### src/rtl/bcd_pkg.sv
// Shared types and constants for the sequential binary-to-BCD converter.
// Contents: FSM state enum, BCD digit width, add-3 threshold, and a
// constant clog2 helper used to size the shift counter.
package bcd_pkg;

  typedef enum logic [1:0] {
    IDLE  = 2'd0,
    SHIFT = 2'd1,
    DONE  = 2'd2
  } state_t;

  localparam int unsigned DIGIT_W     = 4;
  localparam logic [3:0]  ADD3_THRESH = 4'd5;

  // Smallest r with 2**r >= value; elaboration-time only.
  function automatic int unsigned clog2(input int unsigned value);
    int unsigned r;
    r = 0;
    while ((32'd1 << r) < value) r = r + 1;
    return r;
  endfunction

endpackage

### src/rtl/bcd_add3.sv
// Double-dabble correction cell: adds 3 to a BCD digit that is 5 or more,
// so the following left shift carries correctly into the next digit.
// Ports:
//   i_digit  in   4  scratch digit before correction
//   o_digit  out  4  corrected digit (i_digit + 3 when i_digit >= 5)
module bcd_add3
  import bcd_pkg::*;
(
  input  logic [DIGIT_W-1:0] i_digit,
  output logic [DIGIT_W-1:0] o_digit
);

  // Input is at most 9 in a valid scratch, so the 4-bit sum cannot wrap.
  assign o_digit = (i_digit >= ADD3_THRESH) ? i_digit + DIGIT_W'(3) : i_digit;

endmodule

### src/rtl/bin_to_bcd_seq.sv
// Sequential binary-to-BCD converter (shift-add-3 / double dabble).
// One input bit is consumed per cycle; results appear with a one-cycle done
// pulse and hold until the next conversion finishes.
// Optional feature: define LZ_BLANK_EN to generate the leading-zero blank
// mask; without it blank is tied to 0.
// Ports:
//   clk    in   1             rising-edge clock
//   rst    in   1             synchronous active-high reset
//   start  in   1             conversion request, honoured in IDLE or DONE
//   bin    in   BIN_W         unsigned value captured when start is accepted
//   busy   out  1             high while shifting
//   done   out  1             one-cycle pulse when bcd/blank update
//   bcd    out  4*NUM_DIGITS  packed BCD digits, ones digit in [3:0]
//   blank  out  NUM_DIGITS    1 = leading-zero digit to be blanked
module bin_to_bcd_seq
  import bcd_pkg::*;
#(
  parameter int unsigned BIN_W      = 10,
  parameter int unsigned NUM_DIGITS = 4
) (
  input  logic                          clk,
  input  logic                          rst,
  input  logic                          start,
  input  logic [BIN_W-1:0]              bin,
  output logic                          busy,
  output logic                          done,
  output logic [DIGIT_W*NUM_DIGITS-1:0] bcd,
  output logic [NUM_DIGITS-1:0]         blank
);

  localparam int unsigned SCR_W = DIGIT_W * NUM_DIGITS;
  localparam int unsigned CNT_W = clog2(BIN_W + 1);

  // NUM_DIGITS >= ceil(BIN_W * log10(2)), in integer form.
  if (NUM_DIGITS * 100000 < BIN_W * 30103) begin : g_digits_check
    $error("bin_to_bcd_seq: NUM_DIGITS too small for BIN_W");
  end

  state_t             r_state;
  logic [BIN_W-1:0]   r_shreg;
  logic [SCR_W-1:0]   r_scr;
  logic [CNT_W-1:0]   r_cnt;
  logic               r_busy;
  logic               r_done;
  logic [SCR_W-1:0]   r_bcd;

  logic [SCR_W-1:0]   w_adj;
  logic [SCR_W-1:0]   w_scr_nxt;
  logic [BIN_W-1:0]   w_sh_nxt;
  logic               w_unused;

  // Per-digit add-3 correction ahead of the shift.
  for (genvar g = 0; g < NUM_DIGITS; g++) begin : g_add3
    bcd_add3 u_add3 (
      .i_digit (r_scr[DIGIT_W*g +: DIGIT_W]),
      .o_digit (w_adj[DIGIT_W*g +: DIGIT_W])
    );
  end

  // Shift {scratch, shreg} left by one; the bit falling off the top is
  // always 0 because the scratch is sized for the full input range.
  assign {w_unused, w_scr_nxt, w_sh_nxt} = {w_adj, r_shreg, 1'b0};

`ifdef LZ_BLANK_EN
  logic [NUM_DIGITS-1:0] r_blank;
  logic [NUM_DIGITS-1:0] w_blank;
  logic                  w_run;

  // Digit i blanks when it and every higher digit are zero; ones never blanks.
  always_comb begin
    w_blank = '0;
    w_run   = 1'b1;
    for (int i = int'(NUM_DIGITS) - 1; i >= 1; i--) begin
      w_run      = w_run & (w_scr_nxt[DIGIT_W*i +: DIGIT_W] == '0);
      w_blank[i] = w_run;
    end
  end

  assign blank = r_blank;
`else
  assign blank = '0;
`endif

  // Control FSM and datapath; bcd/blank/done are loaded on the final shift
  // edge so they are visible during the DONE cycle.
  always_ff @(posedge clk) begin
    if (rst) begin
      r_state <= IDLE;
      r_shreg <= '0;
      r_scr   <= '0;
      r_cnt   <= '0;
      r_busy  <= 1'b0;
      r_done  <= 1'b0;
      r_bcd   <= '0;
`ifdef LZ_BLANK_EN
      r_blank <= ~NUM_DIGITS'(1);
`endif
    end else begin
      r_done <= 1'b0;
      case (r_state)
        IDLE, DONE: begin
          if (start) begin
            r_shreg <= bin;
            r_scr   <= '0;
            r_cnt   <= CNT_W'(BIN_W);
            r_busy  <= 1'b1;
            r_state <= SHIFT;
          end else begin
            r_state <= IDLE;
          end
        end
        SHIFT: begin
          r_scr   <= w_scr_nxt;
          r_shreg <= w_sh_nxt;
          r_cnt   <= r_cnt - CNT_W'(1);
          if (r_cnt == CNT_W'(1)) begin
            r_state <= DONE;
            r_busy  <= 1'b0;
            r_done  <= 1'b1;
            r_bcd   <= w_scr_nxt;
`ifdef LZ_BLANK_EN
            r_blank <= w_blank;
`endif
          end
        end
        default: begin
          r_state <= IDLE;
          r_busy  <= 1'b0;
        end
      endcase
    end
  end

  assign busy = r_busy;
  assign done = r_done;
  assign bcd  = r_bcd;

endmodule
### config.mk
export PLATFORM = sky130hd
export DESIGN_NAME = bin_to_bcd_seq
export DESIGN_NICKNAME = d
export VERILOG_FILES = /design/src/rtl/bcd_pkg.sv /design/src/rtl/bcd_add3.sv /design/src/rtl/bin_to_bcd_seq.sv
export SDC_FILE = /design/constraint.sdc
export NUM_CORES = 1
export LEC_CHECK = 0
export CORE_MARGIN = 2
export CORE_UTILIZATION = 40
export DETAILED_ROUTE_END_ITERATION = 10
export GPL_TIMING_DRIVEN = 1
export MAX_ROUTING_LAYER = met4
export PLACE_DENSITY_LB_ADDON = 0.2
export SKIP_CTS_REPAIR_TIMING = 1
export SYNTH_ARGS = -nofsm -noshare
export SYNTH_HDL_FRONTEND = slang
export SYNTH_SLANG_ARGS = --single-unit
### constraint.sdc
create_clock -name clk -period 2 [get_ports clk]
set_input_delay 0.4 -clock clk [delete_from_list [all_inputs] [get_ports clk]]
set_output_delay 0.4 -clock clk [all_outputs]
set_load 0.1 [all_outputs]
run_1/congestion_map.png
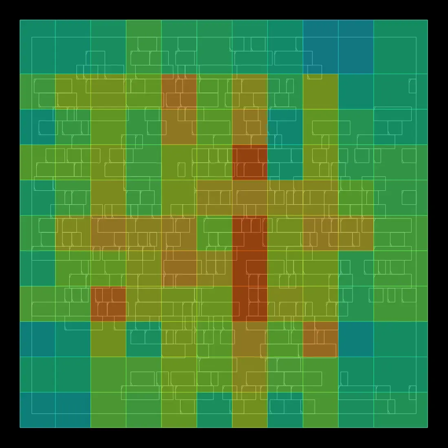
grt met1 use: 21.1%
fin util: 49.3%

run_1/class_map.png
The bar under the picture is 20 µm long.
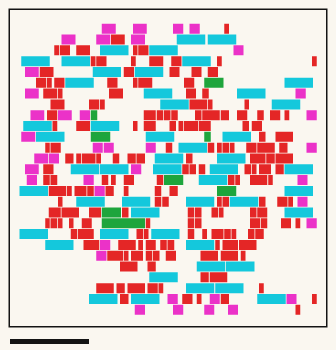
- cyan: registers (cells 50)
- magenta: remaining buffers and delay cells (cells 39)
- red: remaining logic cells (cells 183)
- green: clock drivers and dummy loads (cells 8)

==> flow_summary.toml, run 1 <==
# generated from flow reports
[status]
status = "finished, final reports clean"

[final_timing]
fin_tns_setup_ps = 0
fin_worst_hold_slack_ps = 490
max_slew_margin_pct = 63.4
rsz0062_at_grt = "no"
finalMaxSlewViolations = 0
finalCritPeriodShare_pct = 91.8
finalHoldViolCount = 0
worst_slew_pin_slew_ps = 547
setup_ws_ps = 163

[synth]
ys_seq_share_pct = 43.9
yosys_warnings = 0
synth.avg_cell_area_um2 = 9.20
synth_cell_types = 34
largest_area_cell = "dfxtp_1"
top_logic_kind = "AND-OR/OR-AND gates"
mux_share_pct = 6.31
syn_area_um2 = 2280
ys.flop_type = "dfxtp_1"
yosys_area_um2 = 2280
synthXorXnorAreaFrac_pct = 1.92
ys.flops = 50
synth_top_cell_by_count = "dfxtp_1"
yosys-top-cells-count = "50 x dfxtp_1, 24 x nor2_1, 18 x a21oi_1"
yosys-top-cells-area = "dfxtp_1 44%, a211oi_1 5.6%, ha_1 5.5%"
async_flop_share_pct = 0
synth.cellmix.compoundShare_pct = 19.5
yosysTopAreaCellShare_pct = 43.9

[pwr]
power_leader = "registers"
internal_power_uw = 1500
seqPwrFrac_pct = 51.8
comb-power_uw = 285
powerSeq_uw = 1060
combPwrFrac_pct = 13.9
switching_share_pct = 26.6
pg_clk_uw = 701
power.total_uw = 2040
vdd_drop_max_v = 0.000484
power_leakage_uw = 0.00104

[cells_and_area]
fin_nets = 302
syn_to_final_growth_pct = 19.0
sh_comb_area_pct = 42.2
area_share_nonclk_buffers_pct = 11.9
nNonClkInverters = 12
multi_input_comb_cells = 171
sh_seq_area_pct = 36.9
n_clock_buffer = 5
multiInputGateArea_um2 = 1140
instances_no_fill = 352
mostFrequentLayoutCell = "dfxtp_1"
regArea_um2 = 1000
design_area_um2 = 2710
layout_top_cells = "50 x dfxtp_1, 27 x buf_4, 24 x nor2_1"
seq_cell_count = 50

[detailed_routing]
first_pass_iters = 4
drcViolationCount = 0
routed-wl-met3_um = 185
dr_wl_met2_um = 1960
ant_nets = 0
top_layer = "met4"
vias_per_cell = 5.04

[critical_path]
cp.arrival_ps = 2090
crit_path_cell_trace = "ha_1 > or3b_4 > or3_1 > clkinv_2 > a21o_1"
cp-end-kind = "register"
startpoint = "r_cnt[0]"
reg2reg_from = "r_cnt[0]"
cp.required_ps = 2250
crit_path_max_incr_delay_ps = 560
crit_buf_inv = 1
rrSetupSlack_ps = 160
critPathTopFamily = "simple AND/OR/NAND/NOR gates"
worstSetupStartpointType = "register"
crit_type = "reg2reg"
crit_end = "bcd[14]"
rr_endpoint = "bcd[14]"
worstPathMaxFanout = 8

[cts]
cts.clk_slew.worst_paths_ps = 90
clk_latency_ps = 300
cts_max_path_buffers = 2
cts_root_buf = "clkbuf_8"
cts_max_level = 2
clock-sinks = 50
cts_made_buffers = 5
cts_tree = "done"

[grt]
grt_overflow = 0
grt_max_degree = 21
grtUsageMet2_pct = 22.9
antenna_found_initial = 0
grt_pass1_vias = 1607
grt_pass1_wl_um = 7560
use_met3_pct = 3.73

[floorplanning]
fp.dieW_um = 79.5
core-area_um2 = 5510
fp.dieH_um = 79.5

[placement]
dp.cells = 344
pre_cts_ws_ps = 121
place_area_um2 = 2610

[worst_hold_path]
hp-start = "r_scr[9]"
whs_path_depth = 2

[run]
maxCapViolCount = 0
run_1/port_trees.png
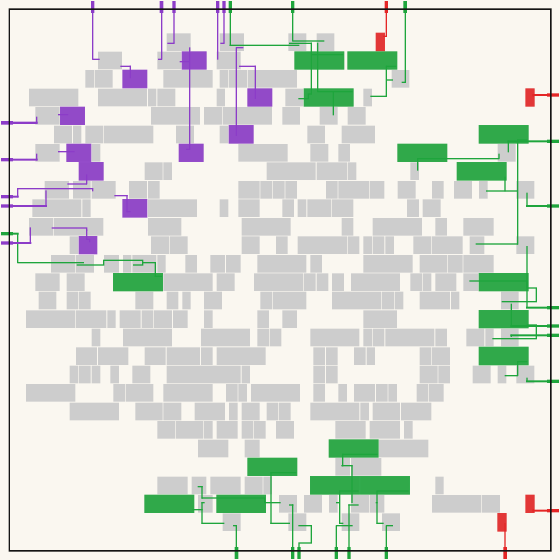
- green: bcd (bits 16; direction output; edge 6 right, 6 bottom, 3 top, 1 left; end cells 16; buffers 16; wire 331 µm)
- purple: bin (bits 10; direction input; edge 5 left, 5 top; end cells 10; buffers 10; wire 127 µm)
- red: blank (bits 4; direction output; edge 2 right, 1 top, 1 bottom; end cells 4; buffers 0; wire 12.1 µm)

run_1/route_heat.png
The bar under the picture is 20 µm long. 16 x 16 tiles, from dark purple (low) to yellow (high), scaled to the fullest tile. Values are wire area over tile area, all layers added.
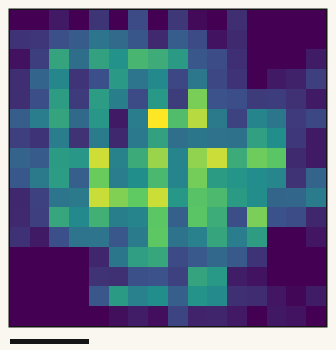
- fullest tile: 0.37
- densest ninth of the die: middle
- tiles over half the peak: 22%
- mean over tiles: 0.11
- nearly empty tiles: 18%
GRT Total Usage: 15.7%
routed via count: 1774
WL/cell: 12.6 µm
Routed WL: 4450 µm

--- run 2 (diff from run 1) ---
- PLACE_DENSITY: default -> 0.71
- PLACE_DENSITY_LB_ADDON: 0.2 -> default
run_2/sizing.png
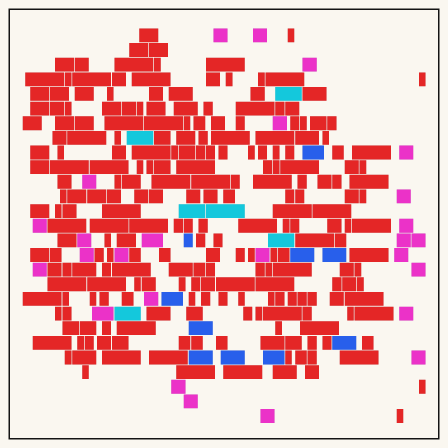
- magenta: x3 and x4 (cells 26; share 9.4%)
- cyan: x6 and larger (cells 6; share 2.2%)
- blue: x2 (cells 10; share 3.6%)
- red: x1 and smaller (cells 235; share 85%)
count of plain and timing-repair buffers: 37
Synth-to-Final Area Change: 17.4%
setup ws final: 193 ps
Post-Layout Inst Area: 2680 µm²

run_2/port_trees.png
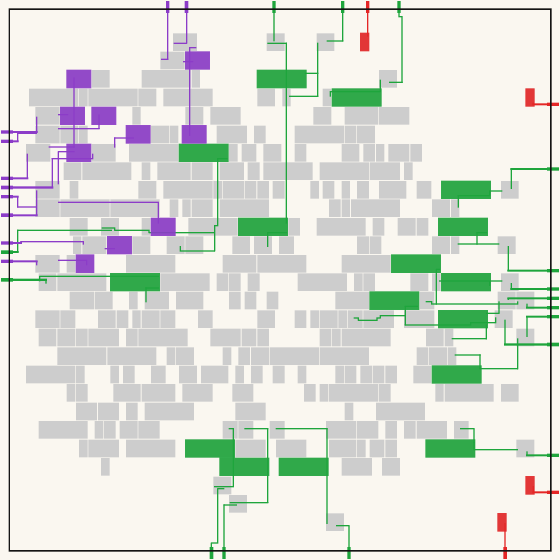
- purple: bin (bits 10; direction input; edge 8 left, 2 top; end cells 10; buffers 10; wire 147 µm)
- red: blank (bits 4; direction output; edge 2 right, 1 top, 1 bottom; end cells 4; buffers 0; wire 12.3 µm)
- green: bcd (bits 16; direction output; edge 8 right, 3 top, 3 bottom, 2 left; end cells 16; buffers 16; wire 406 µm)

run_2/route_heat.png
The bar under the picture is 20 µm long. 16 x 16 tiles, from dark purple (low) to yellow (high), scaled to the fullest tile. Values are wire area over tile area, all layers added.
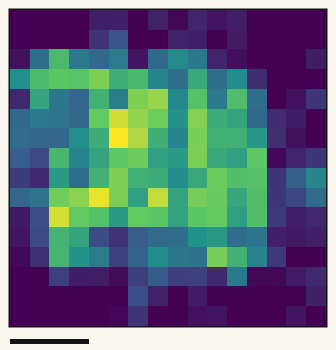
- mean over tiles: 0.11
- tiles over half the peak: 31%
- fullest tile: 0.35
- nearly empty tiles: 23%

==> run 2 against run 1 <==
Clock skew rose by 4.2 ps. Global-route usage is essentially flat. Critical path type unchanged. Sequential share of layout area rose by 0.48 points. Total power shrank 7.5%. Cell count is 0.85% lower. Highest routed layer unchanged. Largest cell class unchanged.
==> flow_summary.toml, run 2 <==
# generated from flow reports
[status]
status = "finished, final reports clean"

[worst_hold_path]
hp-start = "r_scr[9]"
min_to = "r_scr[9]"
whs_path_depth = 2
hp-class = "reg2reg"

[grt]
grt_max_degree = 30
grt_overflow = 0
met1_usage_pct = 20.1
grtUsageMet2_pct = 24.5
grt_pass1_wl_um = 7530
grt_usage_pct = 15.7
use_met3_pct = 3.05
grt_pass1_vias = 1612
antenna_found_initial = 0

[cts]
cts.clk_slew.worst_paths_ps = 80
cts_made_buffers = 5
cts_tree = "done"
cts_max_level = 2
cts_root_buf = "clkbuf_8"
clock-sinks = 50
clk_latency_ps = 300
cts_max_path_buffers = 2

[pwr]
switching_share_pct = 27.4
pg_clk_uw = 548
p_switching_uw = 519
power_density_nw_per_um2 = 706
power.total_uw = 1890
vdd_drop_max_v = 0.000320
comb-power_uw = 285
internal_power_uw = 1370
power_leader = "registers"
powerSeq_uw = 1060
power_leakage_uw = 0.00101
seqPwrFrac_pct = 55.9
combPwrFrac_pct = 15.1

[placement]
portBuffers = 30
pre_cts_ws_ps = -136
dp.cells = 342
dp_hpwl_um = 3240
place_area_um2 = 2600

[critical_path]
cp-end-kind = "register"
critPathTopFamily = "simple AND/OR/NAND/NOR gates"
rr_endpoint = "bcd[9]"
worstSetupStartpointType = "register"
worstPathMaxFanout = 8
cp.required_ps = 2230
crit_buf_inv = 0
crit_type = "reg2reg"
reg2reg_from = "r_cnt[0]"
rrSetupSlack_ps = 190
startpoint = "r_cnt[0]"
crit_path_max_incr_delay_ps = 520
crit_path_cell_trace = "ha_1 > or3b_4 > or3_1 > o22ai_2"
slowest_stage = "or3_1"
cp.arrival_ps = 2040
crit_end = "bcd[9]"

[cells_and_area]
regArea_um2 = 1000
n_clock_buffer = 7
multi_input_comb_cells = 171
clock_cell_area_share_pct = 2.85
layout_top_cells = "50 x dfxtp_1, 24 x nor2_1, 24 x buf_4"
antenna_cells = 0
mostFrequentLayoutCell = "dfxtp_1"
area_share_nonclk_buffers_pct = 12.0
seq_cell_count = 50
sh_seq_area_pct = 37.4
fin_nets = 300
sh_comb_area_pct = 42.7
drive_above_1_share_pct = 15.2
nNonClkInverters = 12
finish.utilization_pct = 48.6
instances_no_fill = 349
multiInputGateArea_um2 = 1140

[floorplanning]
fp.dieH_um = 79.5
core-area_um2 = 5510
io_pins = 35
fp.dieW_um = 79.5

[synth]
synth_cell_types = 34
yosys_warnings = 0
netlist_instances = 248
yosysTopAreaCellShare_pct = 43.9
mux_share_pct = 6.31
ys_cells = 248
yosys_area_um2 = 2280
async_flop_share_pct = 0
ys.flops = 50
top_logic_kind = "AND-OR/OR-AND gates"
yosys-top-cells-count = "50 x dfxtp_1, 24 x nor2_1, 18 x a21oi_1"
ys.flop_type = "dfxtp_1"
syn_area_um2 = 2280
ys_seq_share_pct = 43.9
synth_top_cell_by_count = "dfxtp_1"
adder_share_pct = 5.49
synth.avg_cell_area_um2 = 9.20
synth.cellmix.compoundShare_pct = 19.5
yosys-top-cells-area = "dfxtp_1 44%, a211oi_1 5.6%, ha_1 5.5%"
largest_area_cell = "dfxtp_1"
synthXorXnorAreaFrac_pct = 1.92

[detailed_routing]
ant_nets = 0
routed-wl-met3_um = 205
top_layer = "met4"
vias_per_cell = 5.13
first_pass_iters = 4
dr_wl_met2_um = 2100
drcViolationCount = 0
wl_um = 4560
m1WireLength_um = 2190
wire_per_inst_um = 13.1
num_vias = 1791

[final_timing]
finalMaxSlewViolations = 0
rsz0062_at_grt = "no"
finalHoldViolCount = 0
max_freq_mhz = 553
worst_slew_pin_slew_ps = 873
max_slew_margin_pct = 41.4
fin_tns_setup_ps = 0
fin_worst_hold_slack_ps = 479
finalCritPeriodShare_pct = 90.3

[run]
maxCapViolCount = 0
Power and IR drop assume default switching activity.
